File: src/rtl/fire_zone_alarm.sv
// Multi-zone fire alarm block.
// Debounces ZONES raw fire sensors and latches every zone that confirms a fire.
// Drives one alarm sounder, with an acknowledge/silence timer and an operator clear.
module fire_zone_alarm #(
    parameter int ZONES       = 4,
    parameter int CONFIRM_CYC = 4,
    parameter int SILENCE_CYC = 16
) (
    input  logic             clk,
    input  logic             rst,
    input  logic [ZONES-1:0] f_sensor,
    input  logic             ack,
    input  logic             clear,
    output logic             f_alarm,
    output logic [ZONES-1:0] f_zone,
    output logic [1:0]       state,
    output logic             silenced
);

    localparam int CW = $clog2(CONFIRM_CYC + 1);
    localparam int TW = $clog2(SILENCE_CYC + 1);

    localparam logic [CW-1:0] CNT_MAX  = CW'(CONFIRM_CYC);
    localparam logic [CW-1:0] CNT_HIT  = CW'(CONFIRM_CYC - 1);
    localparam logic [CW-1:0] CNT_ONE  = CW'(1);
    localparam logic [TW-1:0] TMR_LOAD = TW'(SILENCE_CYC);
    localparam logic [TW-1:0] TMR_ONE  = TW'(1);

    typedef enum logic [1:0] {
        ST_IDLE     = 2'd0,
        ST_PRE      = 2'd1,
        ST_ALARM    = 2'd2,
        ST_SILENCED = 2'd3
    } state_t;

    state_t           state_q;
    state_t           state_d;
    logic [ZONES-1:0] zone_d;
    logic [TW-1:0]    timer_q;
    logic [TW-1:0]    timer_d;
    logic [CW-1:0]    cnt [ZONES];
    logic [ZONES-1:0] conf;
    logic [ZONES-1:0] new_zone;
    logic             any_new;
    logic             any_fire;

    // Per-zone debounce counters: count consecutive high samples, saturate, restart on any low sample.
    always_ff @(posedge clk) begin
        // NOTE: sequential state is updated with <= so every register samples pre-edge values.
        if (rst) begin
            for (int i = 0; i < ZONES; i++) cnt[i] <= '0;
        end else begin
            for (int i = 0; i < ZONES; i++) begin
                if (!f_sensor[i])
                    cnt[i] <= '0;
                else if (cnt[i] != CNT_MAX)
                    cnt[i] <= cnt[i] + CNT_ONE;
            end
        end
    end

    // A zone confirms on its CONFIRM_CYC-th consecutive high sample; only not-yet-latched zones count as new.
    always_comb begin
        for (int i = 0; i < ZONES; i++)
            conf[i] = f_sensor[i] && (cnt[i] == CNT_HIT);
        new_zone = conf & ~f_zone;
        any_new  = |new_zone;
        any_fire = |f_sensor;
    end

    // Next-state, zone-latch and silence-timer logic, conditions in priority order.
    always_comb begin
        // NOTE: defaults first so every path assigns every output and no latch is inferred.
        state_d = state_q;
        zone_d  = f_zone | new_zone;
        timer_d = timer_q;
        case (state_q)
            ST_IDLE: begin
                if (any_new)       state_d = ST_ALARM;
                else if (any_fire) state_d = ST_PRE;
            end
            ST_PRE: begin
                if (any_new)        state_d = ST_ALARM;
                else if (!any_fire) state_d = ST_IDLE;
            end
            ST_ALARM: begin
                if (clear && !any_fire) begin
                    state_d = ST_IDLE;
                    zone_d  = '0;
                end else if (ack) begin
                    // ack beats a same-edge new zone; that zone is still latched via the default.
                    state_d = ST_SILENCED;
                    timer_d = TMR_LOAD;
                end
            end
            ST_SILENCED: begin
                if (clear && !any_fire) begin
                    state_d = ST_IDLE;
                    zone_d  = '0;
                    timer_d = '0;
                end else if (any_new) begin
                    state_d = ST_ALARM;
                    timer_d = '0;
                end else if (ack) begin
                    timer_d = TMR_LOAD;
                end else if (timer_q == TMR_ONE) begin
                    // Expiry re-arms the sounder only while a sensor is still active;
                    // otherwise stay silenced with the timer parked at 0 until clear.
                    timer_d = '0;
                    if (any_fire) state_d = ST_ALARM;
                end else if (timer_q != '0) begin
                    timer_d = timer_q - TMR_ONE;
                end
            end
            default: state_d = ST_IDLE;
        endcase
    end

    // State, zone flags, timer and registered outputs derived from the next state.
    always_ff @(posedge clk) begin
        if (rst) begin
            state_q  <= ST_IDLE;
            timer_q  <= '0;
            f_zone   <= '0;
            f_alarm  <= 1'b0;
            silenced <= 1'b0;
        end else begin
            state_q  <= state_d;
            timer_q  <= timer_d;
            f_zone   <= zone_d;
            f_alarm  <= (state_d == ST_ALARM);
            silenced <= (state_d == ST_SILENCED);
        end
    end

    assign state = state_q;

endmodule

File: config.mk
export PLATFORM = sky130hd
export DESIGN_NAME = fire_zone_alarm
export DESIGN_NICKNAME = d
export VERILOG_FILES = /design/src/rtl/fire_zone_alarm.sv
export SDC_FILE = /design/constraint.sdc
export NUM_CORES = 1
export LEC_CHECK = 0
export CORE_MARGIN = 1
export CORE_UTILIZATION = 46
export CTS_CLUSTER_DIAMETER = 100
export DETAILED_ROUTE_END_ITERATION = 7
export PLACE_DENSITY_LB_ADDON = 0.08
export SYNTH_ARGS = -nofsm -noshare
export SYNTH_HDL_FRONTEND = slang
export SYNTH_SLANG_ARGS = --single-unit
File: constraint.sdc
create_clock -name clk -period 1.75 [get_ports clk]
set_input_delay 0.35 -clock clk [delete_from_list [all_inputs] [get_ports clk]]
set_output_delay 0.35 -clock clk [all_outputs]
set_load 0.01 [all_outputs]
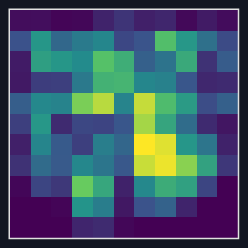
**Above:** wiring heat map.
(4 px per um) The die is cut into 11 by 11 equal tiles; dark purple is low, yellow is high, scaled to the fullest tile. Values are wire area over tile area, all layers added.
The fullest tile reaches 0.40. 25% of the tiles are over half the peak. The mean over all tiles is 0.13. The emptiest ninth of the die: bottom left. 15% of the tiles are nearly empty.

==> flow_summary_export.csv <==
group,metric,value,unit
final_timing,setup_viol,0,
detailed_routing,wl_per_cell,12.3,um
pwr,leakage,0.714,nW
worst_setup_path,cp_num_buf_inv,1,
yosys,synth_nets,171,
worst_setup_path,reg2reg_depth,8,
yosys,syn-cell-area,1390,sq um
placement,dp_hpwl,1.98,mm
yosys,synthArstFlopShare,0,%
final_timing,tns,0,ns
final_layout,lay_top_count,"nor2_1",
pwr,cellPowerDensity,586,nW/um^2
pwr,vdd_drop_max,0.371,mV
final_layout,nNetsFinal,205,
detailed_routing,initialDrtViolationCount,29,
worst_setup_path,startpoint_type,"register",
detailed_routing,wirelength,2.62,mm
final_timing,worst_pin_slew,0.397,ns
worst_setup_path,path_delay_family,"buffers and inverters",
job,tool_warnings,32,
detailed_routing,drc,0,
final_timing,period_minus_slack,1.69,ns
worst_setup_path,path_depth,1,
clock_network,hold_buffers,0,
final_layout,area_growth,26.4,%
detailed_routing,drt-pass1-iter-count,4,
worst_setup_path,required,1.40,ns
final_timing,finalMaxSlewViolations,0,
run_status,status,"completed",
floorplan,die_area,3240,sq um
worst_hold_path,hold_end,"timer_q[0]$_SDFFE_PP0P_",
grt,grt_pass1_vias,1079,
final_timing,relSlewSlack,73.5,%
final_layout,postLayoutCoreUtil,62.6,%
final_layout,nFillCells,248,
worst_setup_path,crit_path_start,"state[1]$_SDFF_PP0_",
worst_setup_path,slowest_delay,0.57,ns
placement,routabilityCongestion,0.809,
pwr,total_power,1.03,mW
clock_network,cts-root-buf,"clkbuf_4",
yosys,yosys_warnings,0,
grt,grt_max_degree,16,
worst_hold_path,hold_class,"register to register",
detailed_routing,ant_nets,0,
final_timing,fin_worst_skew,0.00862,ns
worst_setup_path,rrSetupSlack,0.07,ns
final_timing,timing.hold.ws,0.509,ns
floorplan,initial_core_util,49.5,%
worst_setup_path,endpoint,"state[1]",
clock_network,clock_latency,0.32,ns
worst_setup_path,r2r_end,"timer_q[0]$_SDFFE_PP0P_",
final_timing,fmax,592,MHz
floorplan,num_rows,19,
yosys,ys_area,1390,sq um
worst_setup_path,critPathKind,"register to output port",
final_layout,final_cell_mix,"nor2_1, inv_1, clkdlybuf4s50_1, nand2_1, buf_4",
final_timing,timing.final.ws_setup,0.0612,ns
yosys,flop_cell,"dfxtp_1",
grt,grt_pass1_wl,4.37,mm
placement,post_dp_cell_area,1640,sq um
detailed_routing,vias,1131,
yosys,ys_cells,148,
worst_hold_path,min_from,"timer_q[0]$_SDFFE_PP0P_",
job,drv_cap,0,
grt,track_usage,17.0,%
yosys,ys.flops,25,
grt,gr-total-overflow,0,
worst_hold_path,holdPathStages,2,
floorplan,core,2810,sq um
clock_network,clk_pin_slew_worst_paths,0.15,ns
placement,dp.cells,202,
clock_network,cts_buffer_depth,2,
detailed_routing,viasPerCell,5.33,
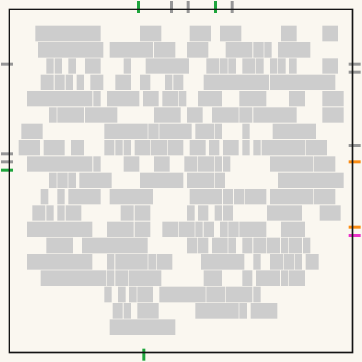
**Above:** pin map.
(6 px per um) Pins as bars across the die edge, other pins in grey.
Key: green = f_zone [pins 4, direction output, edge 2 top, 1 bottom, 1 left]; orange = state [pins 2, direction output, edge right]; magenta = ack [pins 1, direction input, edge right]
Die Span Y: 56.9 um
number of port buffers: 15
die width: 56.9 um

-- sequential cells by signal, summed over array words and instances, names as in the netlist --
register / count
cnt: 12
timer_q: 5
f_zone: 4
state: 2
f_alarm: 1
silenced: 1
-- synth_stat cells, types with 2 or more instances --
master    number  area, sq um
inv_1         18         67.6
dfxtp_1       13          260
o21ai_0        3         15.0
nand3_1        6         30.0
ha_1          15          188
edfxtp_1      12          360
nor3_1         5         25.0
nor2_1        20         75.1
a21oi_1        7         35.0
nand2_1       14         52.6
nor2b_1        5         31.3
nand3b_1       5         37.5
and3_1         6         37.5
a31oi_2        2         25.0
o32ai_1        2         17.5
-- report_power, final --
group / switching (mW) / total [mW] / internal, mW
registers: 0.0104 / 0.634 / 0.624
logic: 0.0534 / 0.119 / 0.0655
clock network: 0.188 / 0.275 / 0.0873
-- routing by layer --
| layer | part of all wire [%] | track usage [%] | vias up |
|---|---|---|---|
| met3 | 3.6 | 2.04 | 4 |
| met5 | 0 | 0 | - |
| met4 | 0.99 | 5.23 | 0 |
| li1 | - | - | 579 |
| met1 | 44 | 22.6 | 520 |
| met2 | 51 | 29.2 | 28 |
-- timing repair --
| item | 4_1_cts | 5_1_grt |
|---|---|---|
| pin swaps | 0 | 5 |
| setup endpoints to repair | 2 | 7 |
| endpoints found under the hold margin | 0 | 0 |
| gates resized | 1 | 11 |
| setup buffers | 0 | 6 |
-- cell families after synthesis --
logic type	after synthesis	synth area share, %
compound gates	21	11.4
simple gates	66	23.7
mux	2	1.53
flops	25	44.7
fa+ha+maj	15	13.5
buf+inv	19	5.13
-- area by class of cell --
cell class | instances | share of cell area [%]
clock inverters | 1 | 0.428
well taps | 31 | 2.21
multi-input cells | 104 | 41.6
clock buffers | 3 | 1.28
inverters | 18 | 3.85
flip-flops and latches | 25 | 35.4
repair buffers | 30 | 15.2
Power is estimated from default activity; no workload was simulated.
